--- config.mk ---
export PLATFORM = sky130hd
export DESIGN_NAME = multiplexor_n_a_1_arbitrado
export DESIGN_NICKNAME = d
export VERILOG_FILES = /design/src/rtl/multiplexor_pkg.sv /design/src/rtl/arbitro_rotativo.sv /design/src/rtl/multiplexor_n_a_1_arbitrado.sv
export SDC_FILE = /design/constraint.sdc
export NUM_CORES = 1
export LEC_CHECK = 0
export CORE_ASPECT_RATIO = 1.2
export CORE_MARGIN = 3
export CORE_UTILIZATION = 35
export CTS_BUF_LIST = sky130_fd_sc_hd__clkbuf_8
export DETAILED_ROUTE_END_ITERATION = 16
export MAX_ROUTING_LAYER = met4
export PLACE_DENSITY_LB_ADDON = 0.15
export SLEW_MARGIN = 20
export SYNTH_ARGS = -nofsm -noshare
export SYNTH_HDL_FRONTEND = slang
export SYNTH_SLANG_ARGS = --single-unit
export TNS_END_PERCENT = 5
--- constraint.sdc ---
create_clock -name Reloj -period 6.1 [get_ports Reloj]
set_input_delay 0.915 -clock Reloj [delete_from_list [all_inputs] [get_ports Reloj]]
set_output_delay 0.915 -clock Reloj [all_outputs]
set_load 0.02 [all_outputs]
--- src/rtl/multiplexor_pkg.sv ---
// Shared constants and state encoding for the arbitrated N-to-1 registered multiplexer.
package multiplexor_pkg;

    localparam int   DEFECTO       = 0;
    localparam logic MODO_FIJO     = 1'b0;
    localparam logic MODO_ROTATIVO = 1'b1;

    typedef enum logic {
        VACIO = 1'b0,
        LLENO = 1'b1
    } estado_t;

endpackage

--- src/rtl/arbitro_rotativo.sv ---
// Combinational round-robin arbiter: first request found from puntero upward, wrapping
// at CANALES-1 (also correct for non-power-of-2 channel counts).
module arbitro_rotativo
    import multiplexor_pkg::*;
#(
    parameter int   CANALES   = 4,
    localparam int  ANCHO_SEL = $clog2(CANALES)
) (
    input  logic [CANALES-1:0]   peticiones,
    input  logic [ANCHO_SEL-1:0] puntero,
    output logic [CANALES-1:0]   concesion,
    output logic [ANCHO_SEL-1:0] indice,
    output logic                 hay_concesion
);

    logic [ANCHO_SEL-1:0] candidato;

    always_comb begin
        concesion     = '0;
        indice        = '0;
        hay_concesion = 1'b0;
        candidato     = '0;
        for (int k = 0; k < CANALES; k++) begin
            candidato = ANCHO_SEL'((int'(puntero) + k) % CANALES);
            if (!hay_concesion && peticiones[candidato]) begin
                concesion[candidato] = 1'b1;
                indice               = candidato;
                hay_concesion        = 1'b1;
            end
        end
    end

endmodule

--- src/rtl/multiplexor_n_a_1_arbitrado.sv ---
// N-to-1 registered multiplexer with valid/ready per channel, fixed or round-robin selection.
// state | meaning
// VACIO | output register empty, SalidaValida = 0
// LLENO | output register holds a word, SalidaValida = 1
module multiplexor_n_a_1_arbitrado
    import multiplexor_pkg::*;
#(
    parameter int   ANCHO     = 8,
    parameter int   CANALES   = 4,
    localparam int  ANCHO_SEL = $clog2(CANALES)
) (
    input  logic                       Reloj,
    input  logic                       Reinicio,
    input  logic [CANALES*ANCHO-1:0]   Entradas,
    input  logic [CANALES-1:0]         Validos,
    output logic [CANALES-1:0]         Listos,
    input  logic                       Modo,
    input  logic [ANCHO_SEL-1:0]       Selector,
    output logic [ANCHO-1:0]           Salida,
    output logic                       SalidaValida,
    input  logic                       SalidaLista,
    output logic [ANCHO_SEL-1:0]       CanalActual
);

    estado_t              estado;
    logic [ANCHO_SEL-1:0] puntero;
    logic [CANALES-1:0]   conc_rot;
    logic [CANALES-1:0]   conc_fija;
    logic [CANALES-1:0]   concesion;
    logic [ANCHO_SEL-1:0] ind_rot;
    logic [ANCHO_SEL-1:0] indice;
    logic                 hay_rot;
    logic                 hay_concesion;
    logic                 puede_cargar;
    logic [ANCHO-1:0]     dato_sel;

    arbitro_rotativo #(.CANALES(CANALES)) u_arbitro (
        .peticiones    (Validos),
        .puntero       (puntero),
        .concesion     (conc_rot),
        .indice        (ind_rot),
        .hay_concesion (hay_rot)
    );

    // An out-of-range Selector matches no channel, so it yields no grant.
    always_comb begin
        conc_fija = '0;
        for (int i = 0; i < CANALES; i++) begin
            conc_fija[i] = Validos[i] && (Selector == ANCHO_SEL'(i));
        end
    end

    assign concesion     = (Modo == MODO_ROTATIVO) ? conc_rot : conc_fija;
    assign indice        = (Modo == MODO_ROTATIVO) ? ind_rot : Selector;
    assign hay_concesion = (Modo == MODO_ROTATIVO) ? hay_rot : |conc_fija;
    assign puede_cargar  = (estado == VACIO) || SalidaLista;
    assign Listos        = (puede_cargar && !Reinicio) ? concesion : '0;
    assign SalidaValida  = (estado == LLENO);

    always_comb begin
        dato_sel = '0;
        for (int i = 0; i < CANALES; i++) begin
            if (concesion[i]) begin
                dato_sel = Entradas[i*ANCHO +: ANCHO];
            end
        end
    end

    always_ff @(posedge Reloj) begin
        if (Reinicio) begin
            estado      <= VACIO;
            Salida      <= ANCHO'(DEFECTO);
            CanalActual <= '0;
            puntero     <= '0;
        end else if (puede_cargar && hay_concesion) begin
            estado      <= LLENO;
            Salida      <= dato_sel;
            CanalActual <= indice;
            if (Modo == MODO_ROTATIVO) begin
                puntero <= ANCHO_SEL'((int'(indice) + 1) % CANALES);
            end
        end else if ((estado == LLENO) && SalidaLista) begin
            estado <= VACIO;
            Salida <= ANCHO'(DEFECTO);
        end
    end

endmodule

**Run 1: wiring heat map**

Scale: 4 px per um. The die is cut into 14 by 16 equal tiles; white is low, dark blue is high, scaled to the fullest tile. Values are wire area over tile area, all layers added.
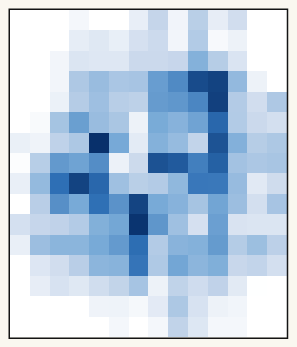
nearly empty tiles: 19%
tiles over half the peak: 19%
densest ninth of the die: middle
emptiest ninth of the die: top left
fullest tile: 0.53
mean over tiles: 0.15

**Run 1: clock distribution**

Scale: 6 px per um.
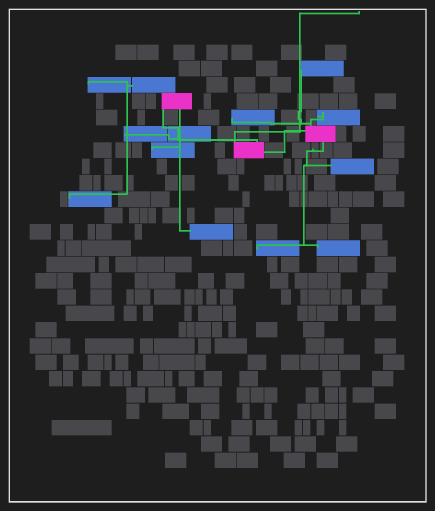
[flip-flops] blue | count: 13
[clock wires] green | length: 227 um
[clock drivers] magenta | count: 3
routed clock nets: 4

==> flow_results.xml, run 1 <==
<?xml version="1.0" encoding="UTF-8"?>
<metrics>
  <group name="yosys">
    <metric name="synth_area_per_cell" unit="um2">8.028</metric>
    <metric name="netlist.top_cell.by_instances" unit="">sky130_fd_sc_hd__nand2_1</metric>
    <metric name="synth.cellmix.adderShare" unit="%">5.220</metric>
    <metric name="synth_warnings" unit="">0</metric>
    <metric name="synth_nets" unit="">258</metric>
    <metric name="netlist_instances" unit="">209</metric>
    <metric name="netlist.area_leader.share" unit="%">15.51</metric>
    <metric name="most_common_flop_cell_mapped_by_yosys" unit="">sky130_fd_sc_hd__dfxtp_1</metric>
    <metric name="yosysSeqAreaShare" unit="%">15.51</metric>
    <metric name="synth-async-reset-ratio" unit="%">0</metric>
    <metric name="ys_top_cells_by_count" unit="">20 x sky130_fd_sc_hd__nand2_1, 15 x sky130_fd_sc_hd__a31oi_1, 13 x sky130_fd_sc_hd__dfxtp_1, 13 x sky130_fd_sc_hd__nor2_1, 12 x sky130_fd_sc_hd__o21ai_0</metric>
    <metric name="synthXorXnorAreaFrac" unit="%">0.5220</metric>
    <metric name="synth.area.top_cells" unit="">sky130_fd_sc_hd__dfxtp_1 16%, sky130_fd_sc_hd__a31oi_1 5.6%, sky130_fd_sc_hd__mux4_2 5.4%, sky130_fd_sc_hd__ha_1 5.2%, sky130_fd_sc_hd__and4b_1 4.8%</metric>
    <metric name="yosys.area_share.aoi" unit="%">39.60</metric>
    <metric name="yosys_cell_count" unit="">209</metric>
    <metric name="synth_cell_type_count" unit="">48</metric>
    <metric name="ys.flops" unit="">13</metric>
    <metric name="ys_sh_simple" unit="%">23.71</metric>
    <metric name="synthDominantAreaCellType" unit="">sky130_fd_sc_hd__dfxtp_1</metric>
    <metric name="post_synth_instance_area" unit="um2">1678</metric>
    <metric name="top_logic_kind" unit="">AND-OR/OR-AND gates</metric>
    <metric name="synth-area-yosys" unit="um2">1678</metric>
    <metric name="edf_count" unit="">0</metric>
    <metric name="synthMuxAreaShare" unit="%">7.755</metric>
  </group>
  <group name="pwr">
    <metric name="design_power_total" unit="mW">0.4383</metric>
    <metric name="total_leakage_power" unit="nW">0.8006</metric>
    <metric name="power.ir.vdd_worst" unit="mV">0.08892</metric>
    <metric name="swShare" unit="%">41.33</metric>
    <metric name="internal-power" unit="mW">0.2572</metric>
    <metric name="pwr-share-clk" unit="%">17.9</metric>
    <metric name="sequentialPowerShare" unit="%">25.6</metric>
    <metric name="share_comb_of_total_power" unit="%">56.5</metric>
    <metric name="power.net_switching" unit="mW">0.1811</metric>
    <metric name="pwr_density_cell" unit="nW/um2">193.5</metric>
  </group>
  <group name="final_timing">
    <metric name="finalSetupTns" unit="ns">0</metric>
    <metric name="hold_viol" unit="">0</metric>
    <metric name="final_max_slew_viol_count" unit="">0</metric>
    <metric name="rsz0062_at_grt" unit="">no</metric>
    <metric name="tightestPinTransition" unit="ns">0.9616</metric>
    <metric name="maxSlewHeadroom" unit="%">35.90</metric>
    <metric name="layout_setup_ws" unit="ns">1.089</metric>
    <metric name="final_period_minus_worst_setup_slack" unit="ns">5.011</metric>
    <metric name="final_min_period_over_clock_period" unit="%">82.15</metric>
    <metric name="setup_viol_count_final" unit="">0</metric>
    <metric name="fmax" unit="MHz">199.5</metric>
    <metric name="worst_hold_slack" unit="ns">0.5042</metric>
    <metric name="finClkSkew" unit="ns">0.002792</metric>
  </group>
  <group name="final_layout">
    <metric name="number_of_diodes_added_for_antenna_fixing" unit="">0</metric>
    <metric name="max_reg_flops" unit="">8</metric>
    <metric name="final_instance_area" unit="um2">2265</metric>
    <metric name="n_fill_cell" unit="">469</metric>
    <metric name="finish.utilization" unit="%">51.19</metric>
    <metric name="area_growth" unit="%">34.97</metric>
    <metric name="final_nets" unit="">303</metric>
    <metric name="top_register" unit="">Salida</metric>
    <metric name="layout-drive-gt1-share" unit="%">10.28</metric>
    <metric name="tally_of_non_filler_cells_in_the_final_layout" unit="">309</metric>
    <metric name="reg_top3" unit="">Salida x8, CanalActual x2, puntero x2</metric>
  </group>
  <group name="grt">
    <metric name="grt_overflow_total" unit="">0</metric>
    <metric name="grt_start_max_net_pins" unit="">28</metric>
    <metric name="grt.met1_usage" unit="%">23.21</metric>
    <metric name="grt_antenna_before_repair" unit="">0</metric>
    <metric name="top_usage_layer" unit="">met2</metric>
    <metric name="all_layer_gr_usage" unit="%">19.11</metric>
    <metric name="grt.met2_usage" unit="%">33.68</metric>
    <metric name="grt_met3_use" unit="%">3.672</metric>
    <metric name="first_global_vias" unit="">1744</metric>
    <metric name="grt_pass1_wl" unit="um">8645</metric>
  </group>
  <group name="worst_hold_path">
    <metric name="min_path_type" unit="">register to register</metric>
  </group>
  <group name="flow_run">
    <metric name="warnings" unit="">32</metric>
    <metric name="maxCapViolations" unit="">0</metric>
  </group>
  <group name="routing">
    <metric name="first_iter_violations" unit="">167</metric>
    <metric name="drtAntennaViolNets" unit="">0</metric>
    <metric name="routedWlPerCell" unit="um">17.45</metric>
    <metric name="via_count" unit="">1896</metric>
    <metric name="drt-total-wl" unit="um">5393</metric>
    <metric name="drcViolationCount" unit="">0</metric>
    <metric name="detailedRoute.firstPassIterationCount" unit="">4</metric>
    <metric name="routed_via_density" unit="">6.136</metric>
  </group>
  <group name="setup_path">
    <metric name="kind_of_critical_path" unit="">register to output port</metric>
    <metric name="critical_path.startpoint_type" unit="">register</metric>
    <metric name="crit_fanout" unit="">13</metric>
    <metric name="critPathRequiredTime" unit="ns">5.18</metric>
    <metric name="endpoint_kind" unit="">output port</metric>
    <metric name="arrival" unit="ns">4.10</metric>
  </group>
  <group name="placed_design">
    <metric name="dp_hpwl" unit="um">4034</metric>
    <metric name="place.port_buffers" unit="">56</metric>
    <metric name="cell_area_placed" unit="um2">2220</metric>
    <metric name="dp_worst_setup_slack" unit="ns">1.237</metric>
    <metric name="post-place-cells" unit="">305</metric>
    <metric name="gp_weighted_congestion" unit="">0.8983</metric>
  </group>
  <group name="floorplan">
    <metric name="ios" unit="">57</metric>
    <metric name="fp.coreArea" unit="um2">4424</metric>
    <metric name="die_y" unit="um">81.85</metric>
    <metric name="initCoreUtil" unit="%">37.92</metric>
    <metric name="die_area" unit="um2">5664</metric>
    <metric name="core.rowCount" unit="">26</metric>
    <metric name="die_width" unit="um">69.21</metric>
  </group>
  <group name="clock_tree">
    <metric name="clock.latency.late_pin" unit="ns">0.25</metric>
    <metric name="cts.repair_timing.setup_buffer_count" unit="">0</metric>
    <metric name="cts_tree" unit="">built</metric>
    <metric name="ctsLongestPathBuffers" unit="">2</metric>
    <metric name="cts_sinks" unit="">13</metric>
    <metric name="post_cts_hold_buffer_count" unit="">0</metric>
    <metric name="cts_max_level" unit="">1</metric>
    <metric name="root_buffer" unit="">sky130_fd_sc_hd__clkbuf_8</metric>
    <metric name="cts_made_buffers" unit="">3</metric>
    <metric name="post_cts_clock_slew_at_the_launch_and_capture_registers_of_the_worst_setup_and_hold_paths" unit="ns">0.06</metric>
    <metric name="post_cts.resized_instances" unit="">0</metric>
  </group>
  <group name="outcome">
    <metric name="outcome" unit="">finished, final reports clean</metric>
  </group>
</metrics>
**Run 1: port wiring**

Scale: 6 px per um.
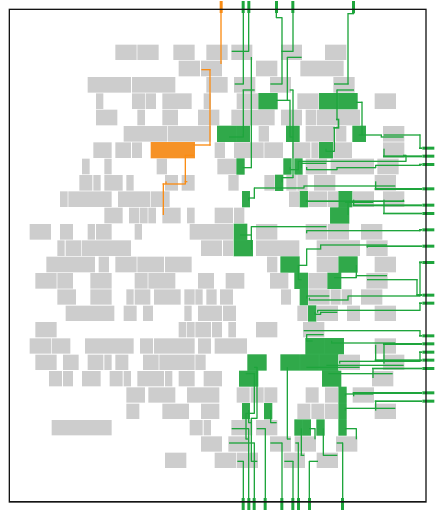
| port | colour | bits | direction | edge | end cells | buffers | wire |
|---|---|---|---|---|---|---|---|
| `SalidaValida` | orange | 1 | output | top | 1 | 1 | 40.7 um |
| `Entradas` | green | 32 | input | 18 right, 9 bottom, 5 top | 40 | 32 | 754 um |

-- run 1: routing by layer --
layer / part of all wire [%] / up-vias / wire length, um
met3: 5.5 / 9 / 295
met1: 44 / 891 / 2380
met4: 1.1 / 0 / 59
met2: 49 / 83 / 2658
li1: - / 913 / -
met5: 0 / - / 0
-- run 1: critical path: stages, from the launching register on --
cell and delay (ns):
sky130_fd_sc_hd__dfxtp_1 0.70, sky130_fd_sc_hd__inv_1 0.34, sky130_fd_sc_hd__ha_1 0.50, sky130_fd_sc_hd__or3b_1 0.44, sky130_fd_sc_hd__a2111oi_4 0.46, sky130_fd_sc_hd__o21a_1 0.35
sky130_fd_sc_hd__o21ba_2 0.30, sky130_fd_sc_hd__nor2b_1 0.15, sky130_fd_sc_hd__clkdlybuf4s50_1 0.61
-- run 1: area by class of cell --
class	count	area, um2	area share [%]
clock inverter	1	3.754	0.1657
tap	56	70.07	3.094
timing repair buffer	57	568.0	25.08
inverter	7	26.28	1.160
clock buffer	3	41.29	1.823
multi-input combinational	172	1295	57.18
sequential	13	260.3	11.49
-- run 1: path summary, 6_finish.rpt --
| kind | startpoint | cells after the start | slack (ns) | endpoint |
|---|---|---|---|---|
| setup reg to reg | puntero[0] | 8 | 2.42 | Salida[7] |
| setup / recovery | puntero[0] | 8 | 1.09 | Listos[2] |
| hold / removal | CanalActual[1] | 2 | 0.50 | CanalActual[1] |
| hold reg to reg | CanalActual[1] | 2 | 0.50 | CanalActual[1] |
-- run 1: cell usage in the layout, fill, tap and decap left out, types with 2 or more instances in the layout --
cell type                         synthesis  layout
sky130_fd_sc_hd__dfxtp_1                 13      13
sky130_fd_sc_hd__a21oi_1                  5       5
sky130_fd_sc_hd__o21ai_0                 12      12
sky130_fd_sc_hd__nand3b_1                 4       4
sky130_fd_sc_hd__clkdlybuf4s50_1          0      56
sky130_fd_sc_hd__mux4_2                   4       4
sky130_fd_sc_hd__o2111ai_1                8       8
sky130_fd_sc_hd__inv_1                    7       8
sky130_fd_sc_hd__a21o_1                   2       2
sky130_fd_sc_hd__a31oi_1                 15      15
sky130_fd_sc_hd__nor3_1                   2       2
sky130_fd_sc_hd__nor2b_1                  6       6
sky130_fd_sc_hd__a221oi_1                 3       2
sky130_fd_sc_hd__o21ai_1                  8       8
sky130_fd_sc_hd__ha_1                     7       7
sky130_fd_sc_hd__a22o_1                   2       2
sky130_fd_sc_hd__mux2i_1                  4       4
sky130_fd_sc_hd__and4b_1                  8       8
sky130_fd_sc_hd__clkbuf_8                 0       3
sky130_fd_sc_hd__a41oi_1                  8       8
sky130_fd_sc_hd__nand2_1                 20      20
sky130_fd_sc_hd__o31ai_1                  2       2
sky130_fd_sc_hd__nor2_1                  13      13
sky130_fd_sc_hd__a311oi_1                 8       8
sky130_fd_sc_hd__or2_2                    8       8
sky130_fd_sc_hd__or3b_1                   2       2
-- run 1: power groups by stage --
stage / sequential [mW] / clock [mW] / combinational, mW
floorplan: 0.123 / 0 / 0.154
global placement: 0.113 / 0 / 0.245
detailed placement: 0.114 / 0 / 0.246
CTS: 0.112 / 0.0790 / 0.247
global route: 0.114 / 0.0835 / 0.269
finish: 0.112 / 0.0785 / 0.248
**Run 1: selected gate families**

Scale: 4 px per um.
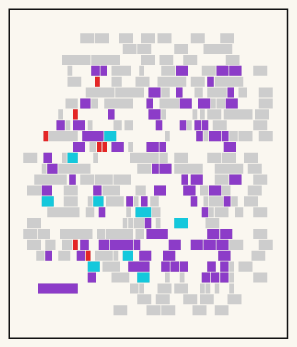

## Run 2: what changed since run 1
- clock period: 6.1 -> 5.17 ns (I/O delays scaled with it)
**Run 2: selected gate families**

Scale: 4 px per um.
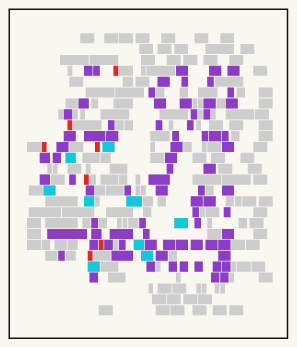
| family | colour | cells |
|---|---|---|
| inv cells | red | 7 |
| non-inverting ao/oa cells | cyan | 9 |
| aoi and oai cells | purple | 78 |
most common logic cell in the routed design: sky130_fd_sc_hd__clkdlybuf4s50_1
tally of non-filler cells in the final layout: 311
share of cell area taken by multi-input logic gates: 56.81%

**Run 2: port wiring**

Scale: 6 px per um.
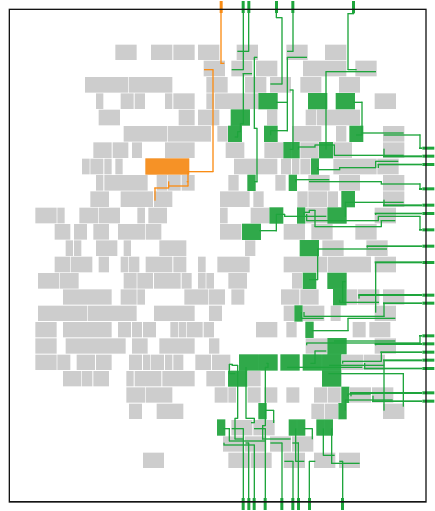
| port | colour | bits | direction | edge | end cells | buffers | wire |
|---|---|---|---|---|---|---|---|
| `SalidaValida` | orange | 1 | output | top | 1 | 1 | 42.8 um |
| `Entradas` | green | 32 | input | 18 right, 9 bottom, 5 top | 40 | 32 | 770 um |

==> flow_results.xml, run 2 <==
<?xml version="1.0" encoding="UTF-8"?>
<metrics>
  <group name="yosys">
    <metric name="synthDominantAreaCellType" unit="">sky130_fd_sc_hd__dfxtp_1</metric>
    <metric name="ys_top_cells_by_count" unit="">20 x sky130_fd_sc_hd__nand2_1, 15 x sky130_fd_sc_hd__a31oi_1, 13 x sky130_fd_sc_hd__dfxtp_1, 13 x sky130_fd_sc_hd__nor2_1, 12 x sky130_fd_sc_hd__o21ai_0</metric>
    <metric name="netlist_instances" unit="">209</metric>
    <metric name="synth_warnings" unit="">0</metric>
    <metric name="netlist.top_cell.by_instances" unit="">sky130_fd_sc_hd__nand2_1</metric>
    <metric name="synth-async-reset-ratio" unit="%">0</metric>
    <metric name="synth.cellmix.adderShare" unit="%">5.220</metric>
    <metric name="synthXorXnorAreaFrac" unit="%">0.5220</metric>
    <metric name="synth_area_per_cell" unit="um2">8.028</metric>
    <metric name="yosys_cell_count" unit="">209</metric>
    <metric name="synth_nets" unit="">258</metric>
    <metric name="yosys.area_share.aoi" unit="%">39.60</metric>
    <metric name="synth.area.top_cells" unit="">sky130_fd_sc_hd__dfxtp_1 16%, sky130_fd_sc_hd__a31oi_1 5.6%, sky130_fd_sc_hd__mux4_2 5.4%, sky130_fd_sc_hd__ha_1 5.2%, sky130_fd_sc_hd__and4b_1 4.8%</metric>
    <metric name="ys.flops" unit="">13</metric>
    <metric name="yosysSeqAreaShare" unit="%">15.51</metric>
    <metric name="most_common_flop_cell_mapped_by_yosys" unit="">sky130_fd_sc_hd__dfxtp_1</metric>
    <metric name="synthMuxAreaShare" unit="%">7.755</metric>
    <metric name="synth_cell_type_count" unit="">48</metric>
    <metric name="edf_count" unit="">0</metric>
    <metric name="synth-area-yosys" unit="um2">1678</metric>
    <metric name="top_logic_kind" unit="">AND-OR/OR-AND gates</metric>
    <metric name="netlist.area_leader.share" unit="%">15.51</metric>
  </group>
  <group name="setup_path">
    <metric name="kind_of_critical_path" unit="">input pin to output port</metric>
    <metric name="r2r.worst_path.cells" unit="">8</metric>
    <metric name="critical_path.startpoint_type" unit="">input pin</metric>
    <metric name="endpoint_kind" unit="">output port</metric>
    <metric name="rr_startpoint" unit="">puntero[0]</metric>
    <metric name="critPathRequiredTime" unit="ns">4.39</metric>
    <metric name="crit_fanout" unit="">12</metric>
    <metric name="critical_path.reg2reg.endpoint" unit="">Salida[5]</metric>
    <metric name="arrival" unit="ns">3.79</metric>
    <metric name="reg2reg_setup_slack" unit="ns">1.80</metric>
  </group>
  <group name="placed_design">
    <metric name="gp_weighted_congestion" unit="">0.8964</metric>
    <metric name="place.port_buffers" unit="">56</metric>
    <metric name="dp_worst_setup_slack" unit="ns">0.6044</metric>
    <metric name="dp_hpwl" unit="um">3968</metric>
  </group>
  <group name="clock_tree">
    <metric name="cts_sinks" unit="">13</metric>
    <metric name="root_buffer" unit="">sky130_fd_sc_hd__clkbuf_8</metric>
    <metric name="cts_max_level" unit="">1</metric>
    <metric name="clock.latency.late_pin" unit="ns">0.25</metric>
    <metric name="cts_tree" unit="">built</metric>
    <metric name="post_cts.resized_instances" unit="">0</metric>
    <metric name="post_cts_clock_slew_at_the_launch_and_capture_registers_of_the_worst_setup_and_hold_paths" unit="ns">0.05</metric>
    <metric name="cts_made_buffers" unit="">3</metric>
  </group>
  <group name="final_timing">
    <metric name="setup_viol_count_final" unit="">0</metric>
    <metric name="rsz0062_at_grt" unit="">no</metric>
    <metric name="hold_viol" unit="">0</metric>
    <metric name="final_period_minus_worst_setup_slack" unit="ns">4.570</metric>
    <metric name="layout_setup_ws" unit="ns">0.5999</metric>
    <metric name="finalSetupTns" unit="ns">0</metric>
    <metric name="final_max_slew_viol_count" unit="">0</metric>
    <metric name="tightestPinTransition" unit="ns">0.8813</metric>
    <metric name="fmax" unit="MHz">218.8</metric>
    <metric name="final_min_period_over_clock_period" unit="%">88.40</metric>
    <metric name="finClkSkew" unit="ns">0.003899</metric>
    <metric name="worst_hold_slack" unit="ns">0.5002</metric>
    <metric name="maxSlewHeadroom" unit="%">41.25</metric>
  </group>
  <group name="pwr">
    <metric name="pwr_density_cell" unit="nW/um2">225.6</metric>
    <metric name="total_leakage_power" unit="nW">0.8099</metric>
    <metric name="power.ir.vdd_worst" unit="mV">0.09135</metric>
  </group>
  <group name="worst_hold_path">
    <metric name="min_path_type" unit="">register to register</metric>
    <metric name="hold-path-endpoint" unit="">CanalActual[1]</metric>
    <metric name="worstHoldPathCells" unit="">2</metric>
  </group>
  <group name="final_layout">
    <metric name="top_register" unit="">Salida</metric>
    <metric name="n_fill_cell" unit="">442</metric>
    <metric name="final_nets" unit="">305</metric>
    <metric name="area_growth" unit="%">35.87</metric>
    <metric name="layout_top_cells" unit="">56 x sky130_fd_sc_hd__clkdlybuf4s50_1, 20 x sky130_fd_sc_hd__nand2_1, 15 x sky130_fd_sc_hd__a31oi_1</metric>
    <metric name="finish.utilization" unit="%">51.53</metric>
    <metric name="final-seq-area" unit="um2">260.3</metric>
    <metric name="reg_top3" unit="">Salida x8, CanalActual x2, puntero x2</metric>
    <metric name="max_reg_flops" unit="">8</metric>
    <metric name="layout-drive-gt1-share" unit="%">10.98</metric>
    <metric name="layout.area.comb" unit="um2">1295</metric>
  </group>
  <group name="floorplan">
    <metric name="ios" unit="">57</metric>
    <metric name="fp.coreArea" unit="um2">4424</metric>
    <metric name="die_area" unit="um2">5664</metric>
    <metric name="initCoreUtil" unit="%">37.92</metric>
    <metric name="die_width" unit="um">69.21</metric>
    <metric name="core.rowCount" unit="">26</metric>
    <metric name="die_y" unit="um">81.85</metric>
  </group>
  <group name="grt">
    <metric name="grt_antenna_before_repair" unit="">0</metric>
    <metric name="grt_start_max_net_pins" unit="">28</metric>
    <metric name="first_global_vias" unit="">1689</metric>
    <metric name="grt_overflow_total" unit="">0</metric>
    <metric name="grt_pass1_wl" unit="um">8121</metric>
  </group>
  <group name="flow_run">
    <metric name="maxCapViolations" unit="">0</metric>
    <metric name="warnings" unit="">32</metric>
  </group>
  <group name="outcome">
    <metric name="outcome" unit="">finished, final reports clean</metric>
  </group>
  <group name="routing">
    <metric name="first_iter_violations" unit="">146</metric>
    <metric name="drcViolationCount" unit="">0</metric>
    <metric name="routed_via_density" unit="">5.952</metric>
    <metric name="detailedRoute.firstPassIterationCount" unit="">4</metric>
    <metric name="drtAntennaViolNets" unit="">0</metric>
  </group>
</metrics>
**Run 2: wiring heat map**

Scale: 4 px per um. The die is cut into 14 by 16 equal tiles; white is low, dark blue is high, scaled to the fullest tile. Values are wire area over tile area, all layers added.
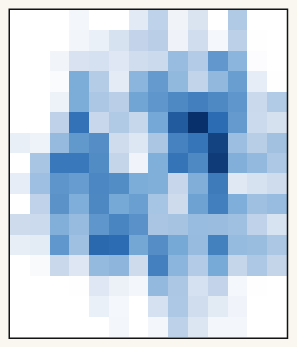
fullest tile: 0.50
tiles over half the peak: 22%
emptiest ninth of the die: top left
mean over tiles: 0.15
All-Layer GR Usage: 17.94%
Routed WL: 5204 um
vias post-DR: 1851

## run 2: cell counts after synthesis
No cell type changed its count.
## run 2: area by class of cell
| class | instances | area share, % |
|---|---|---|
| Sequential cell | 13 | 11.42 |
| Tap cell | 56 | 3.074 |
| Clock buffer | 3 | 1.811 |
| Inverter | 7 | 1.153 |
| Timing Repair Buffer | 59 | 25.58 |
| Clock inverter | 1 | 0.1647 |
| Multi-Input combinational cell | 172 | 56.81 |
## run 2: routing by layer
layer | share of wire (%) | track usage [%] | wire (um) | up-vias
met2 | 49 | 31.87 | 2560 | 57
met3 | 5.5 | 3.672 | 286 | 4
met5 | 0 | - | 0 | -
met1 | 44 | 21.18 | 2307 | 871
met4 | 0.94 | 3.516 | 49 | 0
li1 | - | - | - | 919
## run 2: worst max-delay path, cell delays in order
cell	delay [ns]
sky130_fd_sc_hd__clkdlybuf4s50_1	0.61
sky130_fd_sc_hd__mux4_2	0.68
sky130_fd_sc_hd__or2_1	0.30
sky130_fd_sc_hd__o2111ai_2	0.38
sky130_fd_sc_hd__o21ba_2	0.28
sky130_fd_sc_hd__nor2b_1	0.15
sky130_fd_sc_hd__clkdlybuf4s50_1	0.61
## run 2: power breakdown
part / switching (mW) / internal (mW) / leakage (nW)
combinational: 0.156 / 0.137 / 0.675
sequential: 0.0155 / 0.116 / 0.108
clock: 0.0379 / 0.0525 / 0.0269
## run 2: kinds of logic after synthesis
family,count (synthesis)
AND-OR/OR-AND,87
XOR/XNOR,1
adder cells (fa/ha/maj),7
buffers and inverters,24
flip-flops,13
multiplexers,8
AND/OR/NAND/NOR,69
## run 2: worst max path at each step
| stage | from | end | slack, ns |
|---|---|---|---|
| floorplan | puntero[0] | Listos[3] | 1.50 |
| global placement | Validos[1] | Listos[2] | 0.65 |
| detailed placement | Validos[1] | Listos[2] | 0.60 |
| CTS | Validos[1] | Listos[2] | 0.60 |
| global route | puntero[0] | Listos[0] | 0.37 |
| finish | Validos[3] | Listos[2] | 0.60 |
## run 2: stage by stage
stage | power, mW | cell area (um2) | instances
floorplan | 0.3263 | 1678 | 209
finish | 0.5143 | 2280 | 311
global placement | 0.4250 | 2235 | 307
global route | 0.5478 | 2280 | 311
detailed placement | 0.4253 | 2235 | 307
CTS | 0.5156 | 2280 | 311
**Run 2: clock distribution**

Scale: 6 px per um.
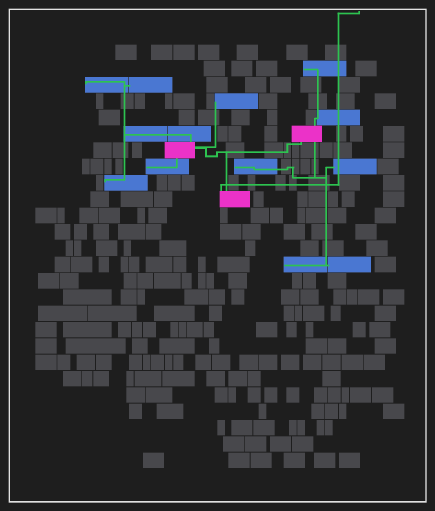

## Run 3: what changed since run 2
- CORE_MARGIN: 3 -> 8
- RECOVER_POWER: unset -> 25
- TNS_END_PERCENT: 5 -> unset
**Run 3: clock distribution**

Scale: 4 px per um.
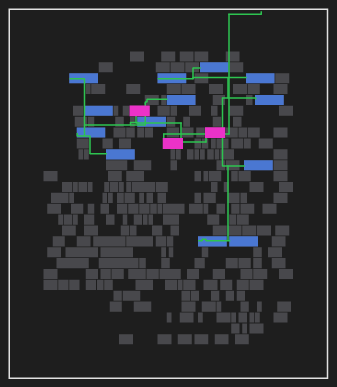
clk_skew: 0.004956 ns
power in the clock group: 0.0922 mW
latest clock arrival within the worst-skew pair: 0.25 ns

**Run 3: port wiring**

Scale: 4 px per um.
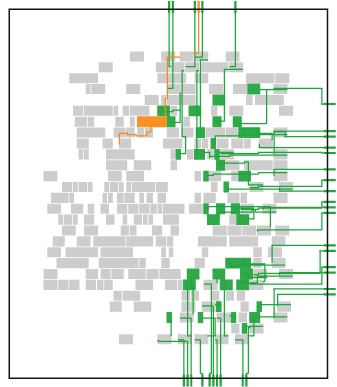
| port | colour | bits | direction | edge | end cells | buffers | wire |
|---|---|---|---|---|---|---|---|
| `SalidaValida` | orange | 1 | output | top | 1 | 1 | 48.7 um |
| `Entradas` | green | 32 | input | 17 right, 10 bottom, 5 top | 40 | 32 | 949 um |

==> flow_results.xml, run 3 <==
<?xml version="1.0" encoding="UTF-8"?>
<metrics>
  <group name="setup_path">
    <metric name="cell_at_the_slowest_stage_of_the_critical_path" unit="">sky130_fd_sc_hd__clkdlybuf4s50_1</metric>
    <metric name="endpoint_kind" unit="">output port</metric>
    <metric name="timing.critical_path.depth" unit="">8</metric>
    <metric name="critPathRequiredTime" unit="ns">4.39</metric>
    <metric name="arrival" unit="ns">3.77</metric>
    <metric name="critical_path.reg2reg.endpoint" unit="">Salida[6]</metric>
    <metric name="kind_of_critical_path" unit="">register to output port</metric>
    <metric name="r2r.worst_path.cells" unit="">8</metric>
    <metric name="critical_path.n_buffers_inverters" unit="">2</metric>
    <metric name="critical_path.startpoint_type" unit="">register</metric>
    <metric name="cp_top_family" unit="">AND-OR/OR-AND gates</metric>
    <metric name="crit_fanout" unit="">10</metric>
    <metric name="reg2reg_setup_slack" unit="ns">1.75</metric>
    <metric name="critical_path.cell_chain" unit="">inv_1 &gt; ha_1 &gt; or3b_1 &gt; a2111oi_4 &gt; o21a_1 &gt; o21ba_2 &gt; nor2b_1 &gt; clkdlybuf4s50_1</metric>
    <metric name="startpoint" unit="">puntero[1]</metric>
    <metric name="cp_slowest_stage_delay" unit="ns">0.62</metric>
    <metric name="rr_startpoint" unit="">puntero[1]</metric>
  </group>
  <group name="yosys">
    <metric name="synth_warnings" unit="">0</metric>
    <metric name="synth-area-yosys" unit="um2">1678</metric>
    <metric name="netlist_instances" unit="">209</metric>
    <metric name="synth_cell_type_count" unit="">48</metric>
    <metric name="synth-async-reset-ratio" unit="%">0</metric>
    <metric name="synth.area.top_cells" unit="">sky130_fd_sc_hd__dfxtp_1 16%, sky130_fd_sc_hd__a31oi_1 5.6%, sky130_fd_sc_hd__mux4_2 5.4%, sky130_fd_sc_hd__ha_1 5.2%, sky130_fd_sc_hd__and4b_1 4.8%</metric>
    <metric name="netlist.top_cell.by_instances" unit="">sky130_fd_sc_hd__nand2_1</metric>
    <metric name="yosysSeqAreaShare" unit="%">15.51</metric>
    <metric name="yosys_cell_count" unit="">209</metric>
    <metric name="most_common_flop_cell_mapped_by_yosys" unit="">sky130_fd_sc_hd__dfxtp_1</metric>
    <metric name="ys_top_cells_by_count" unit="">20 x sky130_fd_sc_hd__nand2_1, 15 x sky130_fd_sc_hd__a31oi_1, 13 x sky130_fd_sc_hd__dfxtp_1, 13 x sky130_fd_sc_hd__nor2_1, 12 x sky130_fd_sc_hd__o21ai_0</metric>
    <metric name="netlist.area_leader.share" unit="%">15.51</metric>
    <metric name="synth_area_per_cell" unit="um2">8.028</metric>
    <metric name="synthDominantAreaCellType" unit="">sky130_fd_sc_hd__dfxtp_1</metric>
    <metric name="synth_nets" unit="">258</metric>
    <metric name="edf_count" unit="">0</metric>
    <metric name="ys.flops" unit="">13</metric>
  </group>
  <group name="final_layout">
    <metric name="reg_top3" unit="">Salida x8, CanalActual x2, puntero x2</metric>
    <metric name="tally_of_non_filler_cells_in_the_final_layout" unit="">314</metric>
    <metric name="layout_top_cells" unit="">49 x sky130_fd_sc_hd__clkdlybuf4s50_1, 20 x sky130_fd_sc_hd__nand2_1, 15 x sky130_fd_sc_hd__a31oi_1</metric>
    <metric name="layout.cells.most_common" unit="">sky130_fd_sc_hd__clkdlybuf4s50_1</metric>
    <metric name="final_nets" unit="">306</metric>
    <metric name="area_growth" unit="%">36.47</metric>
    <metric name="top_register" unit="">Salida</metric>
    <metric name="layout-drive-gt1-share" unit="%">11.33</metric>
    <metric name="number_of_diodes_added_for_antenna_fixing" unit="">0</metric>
    <metric name="max_reg_flops" unit="">8</metric>
  </group>
  <group name="final_timing">
    <metric name="hold_viol" unit="">0</metric>
    <metric name="final_period_minus_worst_setup_slack" unit="ns">4.544</metric>
    <metric name="fmax" unit="MHz">220.0</metric>
    <metric name="layout_setup_ws" unit="ns">0.6255</metric>
    <metric name="finalSetupTns" unit="ns">0</metric>
    <metric name="maxSlewHeadroom" unit="%">40.63</metric>
    <metric name="final_max_slew_viol_count" unit="">0</metric>
    <metric name="rsz0062_at_grt" unit="">no</metric>
    <metric name="setup_viol_count_final" unit="">0</metric>
    <metric name="tightestPinTransition" unit="ns">0.8905</metric>
    <metric name="final_min_period_over_clock_period" unit="%">87.90</metric>
    <metric name="worst_hold_slack" unit="ns">0.4919</metric>
  </group>
  <group name="floorplan">
    <metric name="ios" unit="">57</metric>
    <metric name="die_width" unit="um">79.21</metric>
    <metric name="initCoreUtil" unit="%">36.52</metric>
    <metric name="die_area" unit="um2">7275</metric>
    <metric name="core.rowCount" unit="">27</metric>
    <metric name="fp.coreArea" unit="um2">4594</metric>
    <metric name="die_y" unit="um">91.85</metric>
  </group>
  <group name="pwr">
    <metric name="total_leakage_power" unit="nW">0.8312</metric>
    <metric name="design_power_total" unit="mW">0.5155</metric>
    <metric name="power.ir.vdd_worst" unit="mV">0.1213</metric>
    <metric name="pwr_density_cell" unit="nW/um2">225.1</metric>
  </group>
  <group name="clock_tree">
    <metric name="root_buffer" unit="">sky130_fd_sc_hd__clkbuf_8</metric>
    <metric name="cts.repair_timing.setup_buffer_count" unit="">0</metric>
    <metric name="cts_max_level" unit="">1</metric>
    <metric name="cts_tree" unit="">built</metric>
    <metric name="post_cts_clock_slew_at_the_launch_and_capture_registers_of_the_worst_setup_and_hold_paths" unit="ns">0.06</metric>
    <metric name="ctsLongestPathBuffers" unit="">2</metric>
    <metric name="post_cts.resized_instances" unit="">0</metric>
    <metric name="cts_sinks" unit="">13</metric>
    <metric name="cts_made_buffers" unit="">3</metric>
    <metric name="post_cts_hold_buffer_count" unit="">0</metric>
  </group>
  <group name="routing">
    <metric name="drtAntennaViolNets" unit="">0</metric>
    <metric name="detailedRoute.firstPassIterationCount" unit="">4</metric>
    <metric name="via_count" unit="">1850</metric>
    <metric name="drt-total-wl" unit="um">5583</metric>
    <metric name="first_iter_violations" unit="">139</metric>
    <metric name="drcViolationCount" unit="">0</metric>
    <metric name="routed_via_density" unit="">5.892</metric>
  </group>
  <group name="grt">
    <metric name="grt_antenna_before_repair" unit="">0</metric>
    <metric name="first_global_vias" unit="">1793</metric>
    <metric name="grt_start_max_net_pins" unit="">28</metric>
    <metric name="grt_overflow_total" unit="">0</metric>
    <metric name="grt_pass1_wl" unit="um">9101</metric>
  </group>
  <group name="worst_hold_path">
    <metric name="hold-path-endpoint" unit="">CanalActual[1]</metric>
    <metric name="worstHoldPathCells" unit="">2</metric>
    <metric name="min_path_type" unit="">register to register</metric>
  </group>
  <group name="flow_run">
    <metric name="warnings" unit="">32</metric>
    <metric name="maxCapViolations" unit="">0</metric>
  </group>
  <group name="placed_design">
    <metric name="place.port_buffers" unit="">56</metric>
    <metric name="post-place-cells" unit="">310</metric>
    <metric name="gp_weighted_congestion" unit="">0.9126</metric>
    <metric name="dp_worst_setup_slack" unit="ns">0.5962</metric>
    <metric name="dp_hpwl" unit="um">4416</metric>
  </group>
  <group name="outcome">
    <metric name="outcome" unit="">finished, final reports clean</metric>
  </group>
</metrics>
**Run 3: track usage over the die**

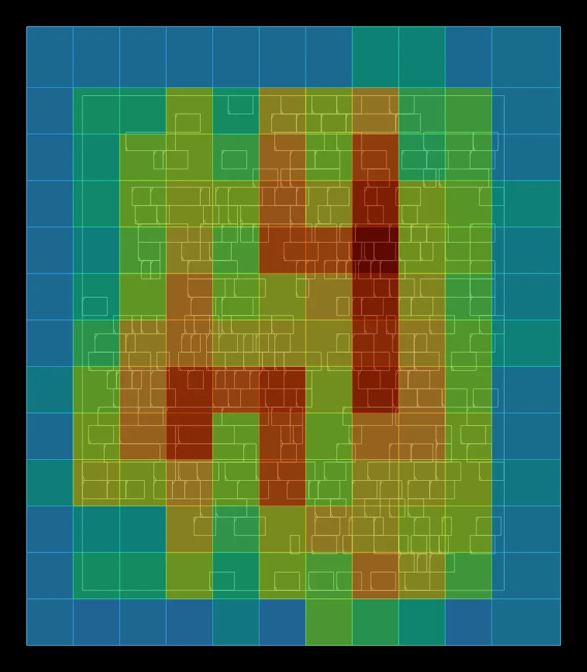
grt met3 use: 3.320%
All-Layer GR Usage: 15.66%
met1 track demand over resource: 18.88%

run 3: metrics by stage:
| step | util, % | instance area [um2] |
|---|---|---|
| final | 49.84 | 2290 |
| after global routing | 49.84 | 2290 |
| after CTS | 49.84 | 2290 |
| after detailed placement | 48.86 | 2245 |
| after global placement | 48.86 | 2245 |
| after floorplan | - | 1678 |
run 3: worst max-delay path by stage:
stage / to / slack, ns
2_1_floorplan: Listos[3] / 1.50
3_3_place_gp: Listos[2] / 0.67
3_5_place_dp: Listos[2] / 0.60
4_1_cts: Listos[2] / 0.56
5_1_grt: Listos[2] / 0.31
6_report: Listos[2] / 0.63
run 3: cell type report:
cell class	instances	area, um2
fill	484	2305
multi-input combinational	172	1295
timing repair buffer	60	590.6
sequential	13	260.3
tap	58	72.57
clock buffer	3	41.29
inverter	7	26.28
clock inverter	1	3.754
run 3: worst register-to-register path, cell delays in order (launching register included):
cell                        delay [ns]
sky130_fd_sc_hd__dfxtp_1          0.58
sky130_fd_sc_hd__inv_1            0.24
sky130_fd_sc_hd__ha_1             0.45
sky130_fd_sc_hd__or3b_1           0.43
sky130_fd_sc_hd__a2111oi_4        0.44
sky130_fd_sc_hd__o21ai_2          0.19
sky130_fd_sc_hd__a31o_1           0.35
sky130_fd_sc_hd__a311oi_1         0.48
sky130_fd_sc_hd__o21ai_1          0.14
run 3: power breakdown:
part           leakage, nW  switching, mW  internal (mW)  total, mW
sequential           0.108         0.0150          0.116      0.131
clock               0.0269         0.0397         0.0525     0.0922
combinational        0.697          0.157          0.135      0.292
run 3: metal layers:
| metal | vias to the layer above | track usage [%] | routed length (um) |
|---|---|---|---|
| li1 | 926 | - | - |
| met1 | 847 | 18.88 | 2387 |
| met2 | 66 | 25.53 | 2743 |
| met3 | 11 | 3.320 | 330 |
| met4 | 0 | 4.180 | 122 |
| met5 | - | - | 0 |
run 3: kinds of logic after synthesis:
family | after synthesis | synth area share [%]
flip-flops | 13 | 15.51
multiplexers | 8 | 7.756
adder cells (fa/ha/maj) | 7 | 5.220
AND-OR/OR-AND | 87 | 39.60
AND/OR/NAND/NOR | 69 | 23.72
XOR/XNOR | 1 | 0.5221
buffers and inverters | 24 | 7.681
Power and IR drop assume default switching activity.
